Figure 1. Routed metal, one color a layer (run 1).
Scale bar: 50 um. Two of the layers only.
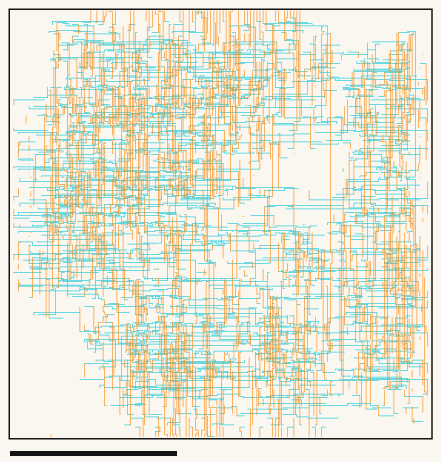
Figure 2. Signal wires on met2 (run 1).
Scale bar: 50 um.
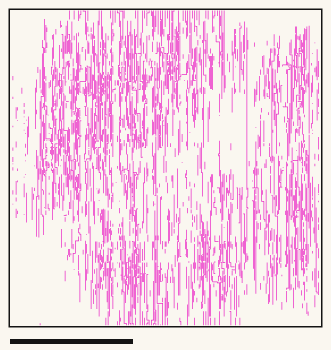
Figure 3. Met3 routing (run 1).
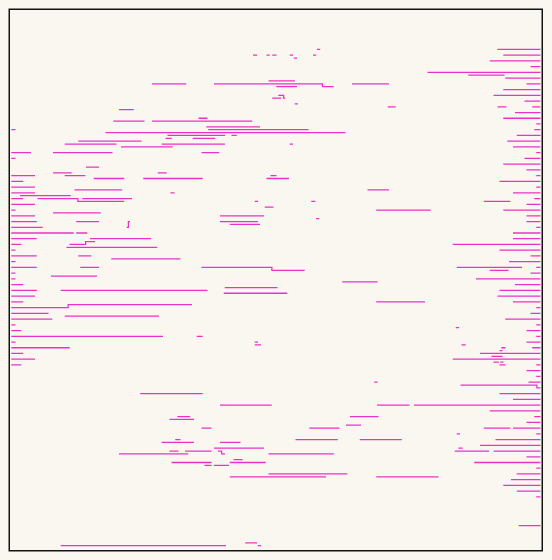
<file path="src/rtl/mips_pkg.sv">
// Shared constants and types for the instruction-fetch front end.
package mips_pkg;

  localparam logic [31:0] NOP_INSTR      = 32'h0000_0000;
  localparam logic [5:0]  HALT_OPCODE    = 6'b111111;
  localparam logic [31:0] PC_RESET_VALUE = 32'h0000_0000;
  localparam logic [31:0] PC_INCR        = 32'd4;

  typedef enum logic [1:0] {
    ST_IDLE = 2'd0,
    ST_RUN  = 2'd1,
    ST_STEP = 2'd2,
    ST_HALT = 2'd3
  } fetch_state_t;

  // True when the word carries the halt opcode in its major opcode field.
  function automatic logic is_halt_instr(input logic [31:0] instr);
    return instr[31:26] == HALT_OPCODE;
  endfunction

endpackage

</file>
<file path="src/rtl/fetch_fsm.sv">
// Debug-control sequencer for the fetch stage: decides which cycles advance
// the pipeline and parks the machine in HALT once a halt word is fetched.
//
// state   | meaning
// --------+-------------------------------------------------------------
// IDLE    | pipeline frozen, waiting for run level or step pulse
// RUN     | advancing every cycle while run is held high
// STEP    | exactly one advancing cycle, then back to IDLE
// HALT    | halt word fetched; frozen until reset
module fetch_fsm
  import mips_pkg::*;
(
  input  logic i_clk,
  input  logic i_rst_n,
  input  logic i_run,
  input  logic i_step,
  input  logic i_stall,
  input  logic i_flush,
  input  logic i_instr_is_halt,
  output logic o_advance,
  output logic o_halt_enter,
  output logic o_halted,
  output logic o_step_done
);

  fetch_state_t state;

  // Advance is a pure decode of the state register; a halt is only taken on
  // a normal (not stalled, not flushed) fetch so a squashed halt word is ignored.
  assign o_advance    = (state == ST_RUN) || (state == ST_STEP);
  assign o_halt_enter = o_advance && !i_flush && !i_stall && i_instr_is_halt;

  // State register with registered halted / step-done flags.
  always_ff @(posedge i_clk or negedge i_rst_n) begin
    if (!i_rst_n) begin
      state       <= ST_IDLE;
      o_halted    <= 1'b0;
      o_step_done <= 1'b0;
    end else begin
      o_step_done <= 1'b0;
      case (state)
        ST_IDLE: begin
          if (i_run) begin
            state <= ST_RUN;
          end else if (i_step) begin
            state <= ST_STEP;
          end
        end
        ST_RUN: begin
          if (o_halt_enter) begin
            state    <= ST_HALT;
            o_halted <= 1'b1;
          end else if (!i_run) begin
            state <= ST_IDLE;
          end
        end
        ST_STEP: begin
          if (o_halt_enter) begin
            state    <= ST_HALT;
            o_halted <= 1'b1;
          end else begin
            state       <= ST_IDLE;
            o_step_done <= 1'b1;
          end
        end
        ST_HALT: begin
          o_halted <= 1'b1;
        end
        default: begin
          state    <= ST_IDLE;
          o_halted <= 1'b0;
        end
      endcase
    end
  end

endmodule

</file>
<file path="src/rtl/fetch_ctrl.sv">
// Instruction-fetch controller: program counter, IF/ID pipeline register and
// advancing-cycle counter, gated by the debug sequencer in fetch_fsm.
module fetch_ctrl
  import mips_pkg::*;
(
  input  logic        i_clk,
  input  logic        i_rst_n,
  input  logic        i_stall,
  input  logic        i_flush,
  input  logic [31:0] i_branch_target,
  input  logic [31:0] i_instr,
  input  logic        i_run,
  input  logic        i_step,
  output logic [31:0] o_pc,
  output logic [31:0] o_if_id_instr,
  output logic [31:0] o_if_id_pc4,
  output logic        o_halted,
  output logic        o_step_done,
  output logic [31:0] o_cycle_count
);

  logic        advance;
  logic        halt_enter;
  logic [31:0] pc_plus4;

  // Natural 32-bit add; the top word wraps back to address zero.
  assign pc_plus4 = o_pc + PC_INCR;

  fetch_fsm u_fsm (
    .i_clk           (i_clk),
    .i_rst_n         (i_rst_n),
    .i_run           (i_run),
    .i_step          (i_step),
    .i_stall         (i_stall),
    .i_flush         (i_flush),
    .i_instr_is_halt (is_halt_instr(i_instr)),
    .o_advance       (advance),
    .o_halt_enter    (halt_enter),
    .o_halted        (o_halted),
    .o_step_done     (o_step_done)
  );

  // PC and IF/ID update; flush outranks stall, halt holds the PC on the
  // fetch of the halt word, and HALT keeps feeding bubbles into IF/ID.
  always_ff @(posedge i_clk or negedge i_rst_n) begin
    if (!i_rst_n) begin
      o_pc          <= PC_RESET_VALUE;
      o_if_id_instr <= NOP_INSTR;
      o_if_id_pc4   <= 32'h0;
    end else if (advance) begin
      if (i_flush) begin
        o_pc          <= i_branch_target;
        o_if_id_instr <= NOP_INSTR;
        o_if_id_pc4   <= pc_plus4;
      end else if (!i_stall) begin
        o_if_id_instr <= i_instr;
        o_if_id_pc4   <= pc_plus4;
        if (!halt_enter) begin
          o_pc <= pc_plus4;
        end
      end
    end else if (o_halted) begin
      o_if_id_instr <= NOP_INSTR;
    end
  end

  // Advancing-cycle counter, including stalled and flushed cycles.
  always_ff @(posedge i_clk or negedge i_rst_n) begin
    if (!i_rst_n) begin
      o_cycle_count <= 32'h0;
    end else if (advance) begin
      o_cycle_count <= o_cycle_count + 32'd1;
    end
  end

endmodule

</file>
<file path="config.mk">
export PLATFORM = sky130hd
export DESIGN_NAME = fetch_ctrl
export DESIGN_NICKNAME = d
export VERILOG_FILES = /design/src/rtl/mips_pkg.sv /design/src/rtl/fetch_fsm.sv /design/src/rtl/fetch_ctrl.sv
export SDC_FILE = /design/constraint.sdc
export NUM_CORES = 1
export LEC_CHECK = 0
export ABC_AREA = 1
export CAP_MARGIN = 20
export CORE_AREA = 2 2 124 126
export CTS_CLUSTER_SIZE = 16
export DETAILED_ROUTE_END_ITERATION = 16
export DIE_AREA = 0 0 126 128
export PLACE_DENSITY = 0.83
export SYNTH_ARGS = -nofsm -noshare
export SYNTH_HDL_FRONTEND = slang
export SYNTH_HIERARCHICAL = 1
export SYNTH_SLANG_ARGS = --single-unit
</file>
<file path="constraint.sdc">
create_clock -name i_clk -period 2.43 [get_ports i_clk]
set_input_delay 0.3645 -clock i_clk [delete_from_list [all_inputs] [get_ports i_clk]]
set_output_delay 0.3645 -clock i_clk [all_outputs]
set_load 0.05 [all_outputs]
</file>
==> impl_table.tex, run 1 <==
% Generated from flow reports
\begin{tabular}{lr}
\hline
Metric & Value \\
\hline
\multicolumn{2}{l}{\textbf{Pwr}} \\
\quad Overall power & 0.0142 W \\
\quad Power in the clock group & 0.00248 W \\
\quad Power per cell area & 1450 nW/um2 \\
\quad Share of power burned in combinational logic & 0.558 \\
\quad Power in sequential cells & 0.00382 W \\
\quad Leakage power figure & 4.61 nW \\
\quad Top contributor to total power & combinational cells \\
\quad Net switching power figure & 0.00720 W \\
\multicolumn{2}{l}{\textbf{Final timing}} \\
\quad Worst slew pin tran & 597 ps \\
\quad Clock period minus final worst setup slack & 2120 ps \\
\quad Unrepaired setup endpoints after global routing & no \\
\quad Fin Clk Skew & 6.13 ps \\
\quad Max-slew violation count & 0 \\
\quad Portion of the clock cycle consumed by the worst path in the final layout & 0.873 \\
\multicolumn{2}{l}{\textbf{Run status}} \\
\quad Outcome & complete, no violations \\
\multicolumn{2}{l}{\textbf{Global route}} \\
\quad Wire length of the first global-routing pass & 33.4 mm \\
\quad GRT Util Overall & 0.262 \\
\quad Sum of overflow across all layers after global routing & 0 \\
\quad Met2 track demand over resource in global routing & 0.416 \\
\quad Number of antenna violations at the first check in global routing & 0 \\
\quad GR peak layer & met2 \\
\multicolumn{2}{l}{\textbf{Layout}} \\
\quad Number of nets in the layout & 1233 \\
\quad Most common logic cell in the routed design & sky130\_fd\_sc\_hd\_\_nand2\_1 \\
\quad Post-route core utilization & 0.662 \\
\quad Leading cell types in the layout, fill and taps excluded & sky130\_fd\_sc\_hd\_\_nand2\_1 (342), sky130\_fd\_sc\_hd\_\_clkdlybuf4s50\_1 (198), sky130\_fd\_sc\_hd\_\_nor2\_1 (143) \\
\quad Post-route cell area & 9840 um2 \\
\multicolumn{2}{l}{\textbf{Detailed routing}} \\
\quad Detailed route wirelength on metal2 & 9.69 mm \\
\quad Number of vias in the routed layout & 7078 \\
\quad Post-detailed-route count of antenna-violating nets & 0 \\
\quad Highest metal layer used by the detailed router & met4 \\
\quad Average wire per cell in the routed design & 15.4 um \\
\quad DRC Markers & 0 \\
\multicolumn{2}{l}{\textbf{Synth}} \\
\quad Top area cell types & sky130\_fd\_sc\_hd\_\_dfrtp\_1 (47\%), sky130\_fd\_sc\_hd\_\_nand2\_1 (18\%), sky130\_fd\_sc\_hd\_\_nand3\_1 (7.8\%), sky130\_fd\_sc\_hd\_\_nor2\_1 (7.6\%), sky130\_fd\_sc\_hd\_\_inv\_1 (3.3\%) \\
\quad Synth Instances & 959 \\
\quad Cell count in the Yosys report & 959 \\
\quad Async S/R FF share, synth & 1.00 \\
\quad Post-synth EDFFs & 0 \\
\quad Synth cell types & 32 \\
\quad Netlist area before placement & 7090 um2 \\
\multicolumn{2}{l}{\textbf{Clock tree}} \\
\quad Clock Sink Count & 132 \\
\quad Post-CTS Hold Buffers & 1 \\
\quad Clock latency reported for the late side of the worst-skew pair & 420 ps \\
\quad Number of buffers created by CTS & 17 \\
\quad Clock buffer depth & 2 \\
\quad Postcts setup bufs & 0 \\
\quad Clock Pin Slew Worst Setup and Hold Paths & 50 ps \\
\multicolumn{2}{l}{\textbf{Floorplan}} \\
\quad Boundary Pins & 200 \\
\multicolumn{2}{l}{\textbf{Worst setup path}} \\
\quad WS Path Type & flop to output port \\
\quad Number of cells on the critical path & 1 \\
\quad CP Launch Type & flop \\
\quad Worst R2R Path Depth & 8 \\
\quad Cell with the largest stage delay on the worst path & sky130\_fd\_sc\_hd\_\_clkdlybuf4s50\_1 \\
\multicolumn{2}{l}{\textbf{Placed design}} \\
\quad Final weighted congestion in routability-driven placement & 0.925 \\
\quad DP HPWL & 15.3 mm \\
\quad Total placed cells including tap cells & 1324 \\
\quad Post-Place Cell Area & 9270 um2 \\
\multicolumn{2}{l}{\textbf{Job}} \\
\quad Total of max-cap violations & 0 \\
\hline
\end{tabular}
## Picture notes: Figure 1
orange -> met2  # wire length 9690 um
cyan -> met1  # wire length 8850 um

## Picture notes: Figure 2
wire length on this layer = 9690 um
share of all routed wire = 46%
nets with wire on the layer = 1004
longest straight run = 65.6 um

## Picture notes: Figure 3
wire length on this layer = 1720 um
longest straight run = 56.6 um
main direction = horizontal
nets with wire on the layer = 198

[run 1: cell type report]
| cell class | instances | area, um2 | area share |
|---|---|---|---|
| clock buffers | 25 | 485 | 0.0493 |
| clock inverters | 5 | 75.1 | 0.00763 |
| inverters | 69 | 259 | 0.0263 |
| multi-input cells | 723 | 3340 | 0.340 |
| flip-flops and latches | 132 | 3300 | 0.336 |
| well taps | 188 | 235 | 0.0239 |
| repair buffers | 213 | 2140 | 0.217 |
[run 1: worst paths after layout]
| kind | start | end | slack (ps) |
|---|---|---|---|
| max reg2reg | u_fsm/state[0] | o_if_id_instr[26] | 330 |
| max | o_pc[16] | o_pc[16] | 310 |
| min | o_if_id_pc4[0] | o_if_id_pc4[0] | 470 |
| max in group asynchronous | i_rst_n | o_if_id_instr[11] | 1230 |
| min in group asynchronous | i_rst_n | o_if_id_instr[18] | 480 |
| min reg2reg | o_if_id_pc4[0] | o_if_id_pc4[0] | 470 |
[run 1: tightest hold or removal path: cells and delay by family, from the launching register on]
kind             cells  cell delay [ps]
AND/OR/NAND/NOR      2              100
flip-flops           1              340
[run 1: cell families (layout without fill, tap and decap cells)]
logic type / Yosys count / after routing / synth area share
simple gates: 633 / 633 / 0.378
flops: 132 / 132 / 0.466
buf+inv: 104 / 312 / 0.0628
compound gates: 51 / 51 / 0.0408
xor+xnor: 30 / 30 / 0.0371
fa+ha+maj: 7 / 7 / 0.0124
mux: 2 / 2 / 0.00318
[run 1: synth_stat cells (all sizes together), types with 4 or more instances]
| master | count |
|---|---|
| nor2 | 158 |
| a31oi | 11 |
| ha | 7 |
| nand3 | 112 |
| clkbuf | 11 |
| buf | 24 |
| o21ai | 34 |
| xor2 | 23 |
| xnor2 | 7 |
| nand4 | 5 |
| inv | 69 |
| dfrtp | 132 |
| nand2 | 351 |
| o22ai | 4 |
==> run 1 -> run 2 <==
==> constraint.sdc (replaced) <==
create_clock -name i_clk -period 2.43 [get_ports i_clk]
set_input_delay 0.243 -clock i_clk [delete_from_list [all_inputs] [get_ports i_clk]]
set_output_delay 0.243 -clock i_clk [all_outputs]
set_load 0.05 [all_outputs]
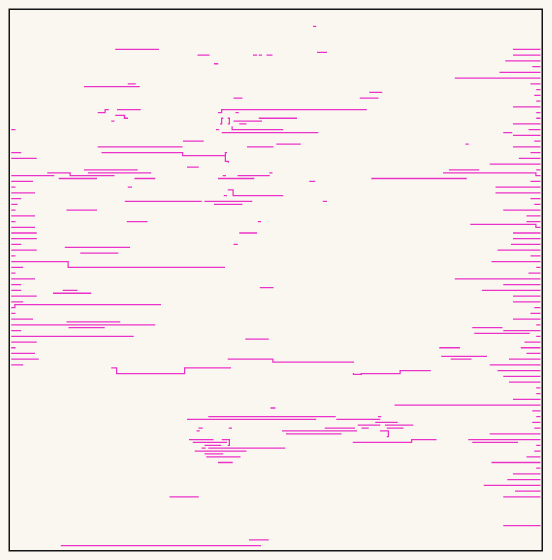
Figure 4: run 2, met3 routing.
nets with wire on the layer = 183
wire length on this layer = 1630 um

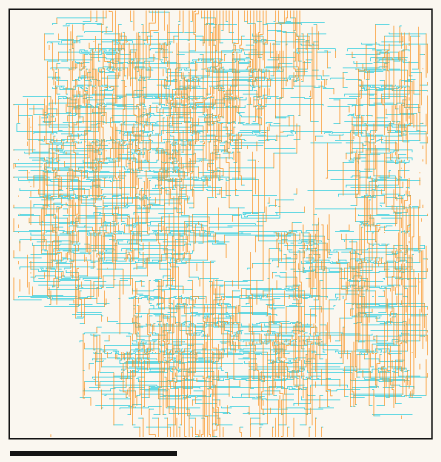
Figure 5: run 2, routed metal, one color a layer.
Scale bar: 50 um. Two of the layers only.
cyan -> met1  # wire length 9000 um
orange -> met2  # wire length 10100 um

==> run 2 against run 1 <==
Net effect: design area grew 0.43%; wire length grew 1.7%; clock power up 7%; global-route usage is 0.44 points higher; first-iteration DRC count fell by 13%; area after synthesis unchanged; clock skew barely moved; combinational power hardly changed; critical path depth rose by 11; non-clock buffer count down 1; sequential cell count stayed put; synthesized cell count unchanged; critical path type is now flop to flop; largest cell class unchanged; highest routed layer unchanged.
==> impl_table.tex, run 2 <==
% Generated from flow reports
\begin{tabular}{lr}
\hline
Metric & Value \\
\hline
\multicolumn{2}{l}{\textbf{Job}} \\
\quad Total of max-cap violations & 0 (unchanged) \\
\multicolumn{2}{l}{\textbf{Synth}} \\
\quad Synth Instances & 959 (unchanged) \\
\quad Async S/R FF share, synth & 1.00 (unchanged) \\
\quad Synthesis Warnings & 6 (unchanged) \\
\quad Most used standard cells in the synthesized netlist & sky130\_fd\_sc\_hd\_\_nand2\_1 (342), sky130\_fd\_sc\_hd\_\_nor2\_1 (144), sky130\_fd\_sc\_hd\_\_dfrtp\_1 (132), sky130\_fd\_sc\_hd\_\_nand3\_1 (111), sky130\_fd\_sc\_hd\_\_inv\_1 (63) (unchanged) \\
\quad Top area cell types & sky130\_fd\_sc\_hd\_\_dfrtp\_1 (47\%), sky130\_fd\_sc\_hd\_\_nand2\_1 (18\%), sky130\_fd\_sc\_hd\_\_nand3\_1 (7.8\%), sky130\_fd\_sc\_hd\_\_nor2\_1 (7.6\%), sky130\_fd\_sc\_hd\_\_inv\_1 (3.3\%) (unchanged) \\
\quad Synth area leader & sky130\_fd\_sc\_hd\_\_dfrtp\_1 (unchanged) \\
\quad Netlist area before placement & 7090 um2 (unchanged) \\
\quad Cell count in the Yosys report & 959 (unchanged) \\
\quad Synth cell types & 32 (unchanged) \\
\quad Post-synth EDFFs & 0 (unchanged) \\
\quad Most popular library cell in the synthesized design by count & sky130\_fd\_sc\_hd\_\_nand2\_1 (unchanged) \\
\multicolumn{2}{l}{\textbf{Worst setup path}} \\
\quad Cell with the largest stage delay on the worst path & sky130\_fd\_sc\_hd\_\_ha\_1 (was sky130\_fd\_sc\_hd\_\_clkdlybuf4s50\_1) \\
\quad WS Path Type & flop to flop (was flop to output port) \\
\quad Setup crit start & u\_fsm/state[0] (was o\_pc[16]) \\
\quad Setup slack of the most critical reg-to-reg path & 300 ps (was 330 ps) \\
\quad Worst R2R Path Depth & 12 (was 8) \\
\quad CP Launch Type & flop (unchanged) \\
\quad Required time of the critical path & 2720 ps (was 2070 ps) \\
\multicolumn{2}{l}{\textbf{Pwr}} \\
\quad Portion of total power attributed to sequential cells & 0.264 (was 0.268) \\
\quad Net switching power figure & 0.00730 W (was 0.00720 W) \\
\quad Share of power burned in combinational logic & 0.552 (was 0.558) \\
\quad Leakage power figure & 4.62 nW (was 4.61 nW) \\
\quad Power per cell area & 1460 nW/um2 (was 1450 nW/um2) \\
\multicolumn{2}{l}{\textbf{Clock tree}} \\
\quad Clock latency reported for the late side of the worst-skew pair & 420 ps (about the same) \\
\quad Number of buffers created by CTS & 17 (unchanged) \\
\quad Clock Pin Slew Worst Setup and Hold Paths & 60 ps (was 50 ps) \\
\quad Clock Sink Count & 132 (unchanged) \\
\quad Post-CTS Hold Buffers & 1 (unchanged) \\
\quad Clock buffer depth & 2 (unchanged) \\
\quad Postcts setup bufs & 0 (unchanged) \\
\multicolumn{2}{l}{\textbf{Detailed routing}} \\
\quad Number of vias in the routed layout & 7136 (was 7078) \\
\quad Average wire per cell in the routed design & 15.7 um (was 15.4 um) \\
\quad DRC Markers & 0 (unchanged) \\
\quad Post-detailed-route count of antenna-violating nets & 0 (unchanged) \\
\multicolumn{2}{l}{\textbf{Final timing}} \\
\quad Fin. Hold Viols & 0 (unchanged) \\
\quad Unrepaired setup endpoints after global routing & no (unchanged) \\
\quad Clock period minus final worst setup slack & 2130 ps (was 2120 ps) \\
\quad Worst slew pin tran & 594 ps (was 597 ps) \\
\quad Max-slew violation count & 0 (unchanged) \\
\quad Portion of the clock cycle consumed by the worst path in the final layout & 0.877 (was 0.873) \\
\multicolumn{2}{l}{\textbf{Layout}} \\
\quad Registers & 132 (unchanged) \\
\quad Number of signal-net buffers in the layout & 212 (was 213) \\
\quad Number of nets in the layout & 1232 (was 1233) \\
\quad Combinational gate area & 3340 um2 (unchanged) \\
\quad FF/Latch Area & 3300 um2 (unchanged) \\
\quad Non-clock inverter instance count of the final layout & 69 (unchanged) \\
\quad Seq area share & 0.334 (was 0.336) \\
\quad Layout clock buffer count & 19 (was 25) \\
\quad Fraction of cell area in non-clock buffers & 0.216 (was 0.217) \\
\quad Most common logic cell in the routed design & sky130\_fd\_sc\_hd\_\_nand2\_1 (unchanged) \\
\quad Area fraction of clock buffers and clock inverters & 0.0618 (was 0.0570) \\
\quad Biggest Area Class & multi-input combinational cells (unchanged) \\
\multicolumn{2}{l}{\textbf{Placed design}} \\
\quad DP HPWL & 15.3 mm (about the same) \\
\quad Final weighted congestion in routability-driven placement & 0.915 (was 0.925) \\
\multicolumn{2}{l}{\textbf{Floorplan}} \\
\quad Boundary Pins & 200 (unchanged) \\
\quad Area of the die & 16100 um2 (unchanged) \\
\quad Number of well-tap cells placed & 188 (unchanged) \\
\multicolumn{2}{l}{\textbf{Run status}} \\
\quad Outcome & complete, no violations (unchanged) \\
\multicolumn{2}{l}{\textbf{Global route}} \\
\quad Sum of overflow across all layers after global routing & 0 (unchanged) \\
\quad GRT Util Overall & 0.266 (was 0.262) \\
\quad Number of antenna violations at the first check in global routing & 0 (unchanged) \\
\hline
\end{tabular}
run 2: cell counts after synthesis:
No cell type changed its count.
run 2: per-stage QoR:
step	cell area [um2]	util	power, W
6_report	9880	0.665	0.0144
5_1_grt	9880	0.665	0.0152
4_1_cts	9880	0.665	0.0144
2_1_floorplan	7090	-	0.00913
3_3_place_gp	9260	0.623	0.0116
3_5_place_dp	9260	0.623	0.0117
run 2: worst max path at each step:
stage / endpoint / slack, ps / cells after the start
after floorplan: o_pc[26] / 580 / 10
after global placement: o_pc[8] / 360 / 12
after detailed placement: o_pc[10] / 280 / 12
after CTS: o_pc[10] / 310 / 11
after global routing: o_pc[14] / 150 / 12
final: o_pc[16] / 300 / 12
run 2: power by group through the flow:
stage	registers [W]	logic (W)	clock network (W)
after floorplan	0.00632	0.00282	0
after CTS	0.00379	0.00799	0.00267
after detailed placement	0.00382	0.00793	0
after global routing	0.00392	0.00855	0.00278
final	0.00381	0.00796	0.00265
after global placement	0.00379	0.00778	0
run 2: layer usage:
layer,vias up,part of all wire,global-route usage
met3,41,0.077,0.0655
met1,3352,0.42,0.355
met2,316,0.48,0.428
met5,-,0,0
li1,3427,-,-
met4,0,0.023,0.0918
run 2: cells by family (layout without fill, tap and decap cells):
kind of cell | count (synthesis) | in the layout | synth area share
multiplexers | 2 | 2 | 0.00318
XOR/XNOR | 30 | 30 | 0.0371
AND/OR/NAND/NOR | 633 | 633 | 0.378
buffers and inverters | 104 | 313 | 0.0628
AND-OR/OR-AND | 51 | 51 | 0.0408
adder cells (fa/ha/maj) | 7 | 7 | 0.0124
flip-flops | 132 | 132 | 0.466
run 2: critical path, delay by kind of cell, from the launching register on:
kind                       cells  cell delay (ps)
AOI/OAI and AO/OA              2              290
adders and majority gates      1              440
buffers and inverters          5              500
DFF                            1              410
and+or+nand+nor                4              330
Figure 6. Signal wires on met2 (run 2).
Scale bar: 50 um.
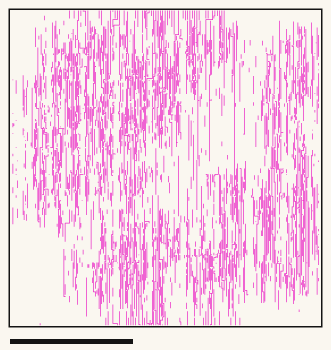

==> run 2 -> run 3 <==
Settings changed: CORE_AREA 2 2 124 126 to 2 2 130 120, DIE_AREA 0 0 126 128 to 0 0 132 122.
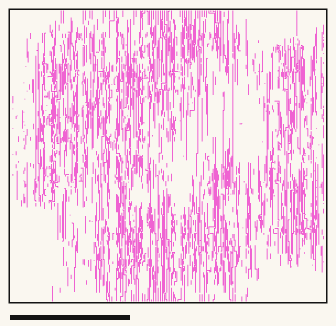
Figure 7: run 3, signal wires on met2.
Scale bar: 50 um.
met2 track demand over resource in global routing: 0.420
Total Wirelength: 20.8 mm
number of vias in the routed layout: 7009

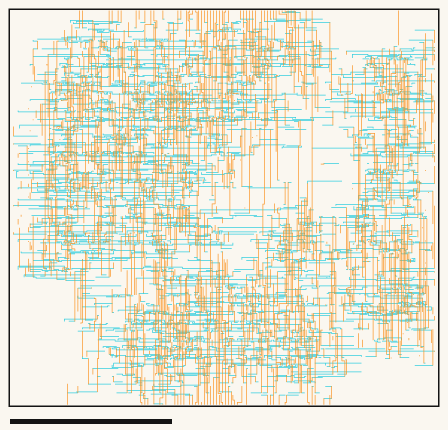
Figure 8: run 3, routed metal, one color a layer.
Scale bar: 50 um. Two of the layers only.
cyan -> met1  # wire length 8880 um
orange -> met2  # wire length 9660 um

==> run 3 against run 2 <==
Net effect: utilization fell by 0.42 points; hold slack lost 32 ps; clock-buffer cell count increased by 4; non-clock buffer count increased by 1; wire length decreased by 2.0%; sequential cell count did not move; combinational power hardly changed; first-iteration DRC count grew 17%; synthesized cell count unchanged; largest cell class unchanged; largest power group unchanged; highest routed layer unchanged.
==> impl_table.tex, run 3 <==
% Generated from flow reports
\begin{tabular}{lr}
\hline
Metric & Value \\
\hline
\multicolumn{2}{l}{\textbf{Run status}} \\
\quad Outcome & complete, no violations (unchanged) \\
\multicolumn{2}{l}{\textbf{Global route}} \\
\quad Global-route track usage on met1 & 0.351 (was 0.355) \\
\quad Number of antenna violations at the first check in global routing & 0 (unchanged) \\
\quad GRT Util Overall & 0.262 (was 0.266) \\
\quad Wire length of the first global-routing pass & 33.5 mm (was 34.3 mm) \\
\quad Sum of overflow across all layers after global routing & 0 (unchanged) \\
\quad GR peak layer & met2 (unchanged) \\
\quad M3 GR Usage & 0.0678 (was 0.0655) \\
\multicolumn{2}{l}{\textbf{Final timing}} \\
\quad Fin Clk Skew & 7.82 ps (was 6.04 ps) \\
\quad Max-slew violation count & 0 (unchanged) \\
\quad Worst slew pin tran & 579 ps (was 594 ps) \\
\quad Unrepaired setup endpoints after global routing & no (unchanged) \\
\quad Portion of the clock cycle consumed by the worst path in the final layout & 0.832 (was 0.877) \\
\quad Fin. Hold Viols & 0 (unchanged) \\
\multicolumn{2}{l}{\textbf{Layout}} \\
\quad Multi-input gate share of total cell area & 0.340 (was 0.338) \\
\quad Post-route core utilization & 0.660 (was 0.665) \\
\quad Combinational gate area & 3340 um2 (unchanged) \\
\quad Fraction of cell area in non-clock buffers & 0.217 (was 0.216) \\
\quad Registers & 132 (unchanged) \\
\quad Most common logic cell in the routed design & sky130\_fd\_sc\_hd\_\_nand2\_1 (unchanged) \\
\quad Number of nets in the layout & 1233 (was 1232) \\
\quad FF/Latch Area & 3300 um2 (unchanged) \\
\quad Leading cell types in the layout, fill and taps excluded & sky130\_fd\_sc\_hd\_\_nand2\_1 (342), sky130\_fd\_sc\_hd\_\_clkdlybuf4s50\_1 (198), sky130\_fd\_sc\_hd\_\_nor2\_1 (143) (unchanged) \\
\quad Non-clock inverter instance count of the final layout & 69 (unchanged) \\
\quad Area fraction of clock buffers and clock inverters & 0.0557 (was 0.0618) \\
\quad Biggest Area Class & multi-input combinational cells (unchanged) \\
\quad \#MultiIn Comb & 723 (unchanged) \\
\quad Layout clock buffer count & 23 (was 19) \\
\multicolumn{2}{l}{\textbf{Worst setup path}} \\
\quad Beginning of the worst register-to-register path & u\_fsm/state[0] (unchanged) \\
\quad WS Path Type & flop to flop (unchanged) \\
\quad CP Launch Type & flop (unchanged) \\
\quad Worst flop-to-flop path endpoint & o\_pc[9] (was o\_pc[16]) \\
\quad Setup slack of the most critical reg-to-reg path & 410 ps (was 300 ps) \\
\quad Cell with the largest stage delay on the worst path & sky130\_fd\_sc\_hd\_\_dfrtp\_1 (was sky130\_fd\_sc\_hd\_\_ha\_1) \\
\quad Worst R2R Path Depth & 8 (was 12) \\
\multicolumn{2}{l}{\textbf{Detailed routing}} \\
\quad Post-detailed-route count of antenna-violating nets & 0 (unchanged) \\
\quad Highest metal layer used by the detailed router & met4 (unchanged) \\
\quad DRC Markers & 0 (unchanged) \\
\quad Detailed route wirelength on metal2 & 9.66 mm (was 10.1 mm) \\
\quad Average wire per cell in the routed design & 15.2 um (was 15.7 um) \\
\quad Detailed-routed wire length on met3 & 1.90 mm (was 1.63 mm) \\
\multicolumn{2}{l}{\textbf{Synth}} \\
\quad Primary FF master, synth & sky130\_fd\_sc\_hd\_\_dfrtp\_1 (unchanged) \\
\quad Synth area leader & sky130\_fd\_sc\_hd\_\_dfrtp\_1 (unchanged) \\
\quad Synth cell types & 32 (unchanged) \\
\quad Synthesis Warnings & 6 (unchanged) \\
\quad Synth Instances & 959 (unchanged) \\
\quad Cell count in the Yosys report & 959 (unchanged) \\
\multicolumn{2}{l}{\textbf{Clock tree}} \\
\quad Clock latency reported for the late side of the worst-skew pair & 420 ps (about the same) \\
\quad Number of buffers created by CTS & 17 (unchanged) \\
\quad Clock Sink Count & 132 (unchanged) \\
\quad Clock buffer depth & 2 (unchanged) \\
\quad Postcts setup bufs & 0 (unchanged) \\
\multicolumn{2}{l}{\textbf{Pwr}} \\
\quad Leakage power figure & 4.59 nW (was 4.62 nW) \\
\quad Power per cell area & 1440 nW/um2 (was 1460 nW/um2) \\
\quad Overall power & 0.0142 W (was 0.0144 W) \\
\quad Net switching power figure & 0.00723 W (was 0.00730 W) \\
\quad Share of power burned in combinational logic & 0.563 (was 0.552) \\
\multicolumn{2}{l}{\textbf{Placed design}} \\
\quad DP HPWL & 14.9 mm (was 15.3 mm) \\
\quad Total placed cells including tap cells & 1338 (was 1323) \\
\quad Final weighted congestion in routability-driven placement & 0.912 (was 0.915) \\
\quad Post-Place Cell Area & 9290 um2 (was 9260 um2) \\
\multicolumn{2}{l}{\textbf{Job}} \\
\quad Total of max-cap violations & 0 (unchanged) \\
\multicolumn{2}{l}{\textbf{Floorplan}} \\
\quad Area of the die & 16100 um2 (about the same) \\
\quad Number of well-tap cells placed & 202 (was 188) \\
\hline
\end{tabular}
## run 3: cell types whose count changed in the layout (fill, tap and decap cells not counted)
| cell | before | now |
|---|---|---|
| sky130_fd_sc_hd__clkbuf_1 | 0 | 4 |
| sky130_fd_sc_hd__bufinv_16 | 3 | 1 |
| sky130_fd_sc_hd__clkinv_4 | 2 | 0 |
| sky130_fd_sc_hd__buf_4 | 9 | 10 |
## run 3: cell families after synthesis
kind of cell	share of synthesized area
and+or+nand+nor	0.378
DFF	0.466
buffers and inverters	0.0628
AOI/OAI and AO/OA	0.0408
xor gates and xnor gates	0.0371
adders and majority gates	0.0124
muxes	0.00318
## run 3: worst max-delay path: cells and delay by family (launching register included)
| kind | cells | cell delay, ps |
|---|---|---|
| flip-flops | 1 | 420 |
| adder cells (fa/ha/maj) | 1 | 410 |
| AND/OR/NAND/NOR | 2 | 310 |
| AND-OR/OR-AND | 3 | 420 |
| buffers and inverters | 2 | 380 |
## run 3: power groups by stage
stage,sequential [W],clock (W),combinational [W]
6_report,0.00379,0.00240,0.00797
5_1_grt,0.00391,0.00253,0.00851
4_1_cts,0.00378,0.00243,0.00798
3_5_place_dp,0.00379,0,0.00793
3_3_place_gp,0.00378,0,0.00781
2_1_floorplan,0.00632,0,0.00282
## run 3: worst max path at each step
stage,start,endpoint,slack [ps]
final,u_fsm/state[0],o_pc[9],410
after global routing,u_fsm/state[0],o_pc[9],160
after CTS,u_fsm/state[0],o_pc[6],380
after detailed placement,i_instr[31],o_pc[9],300
after global placement,i_instr[31],o_pc[11],350
after floorplan,o_pc[2],o_pc[26],580
Power and IR drop assume default switching activity.
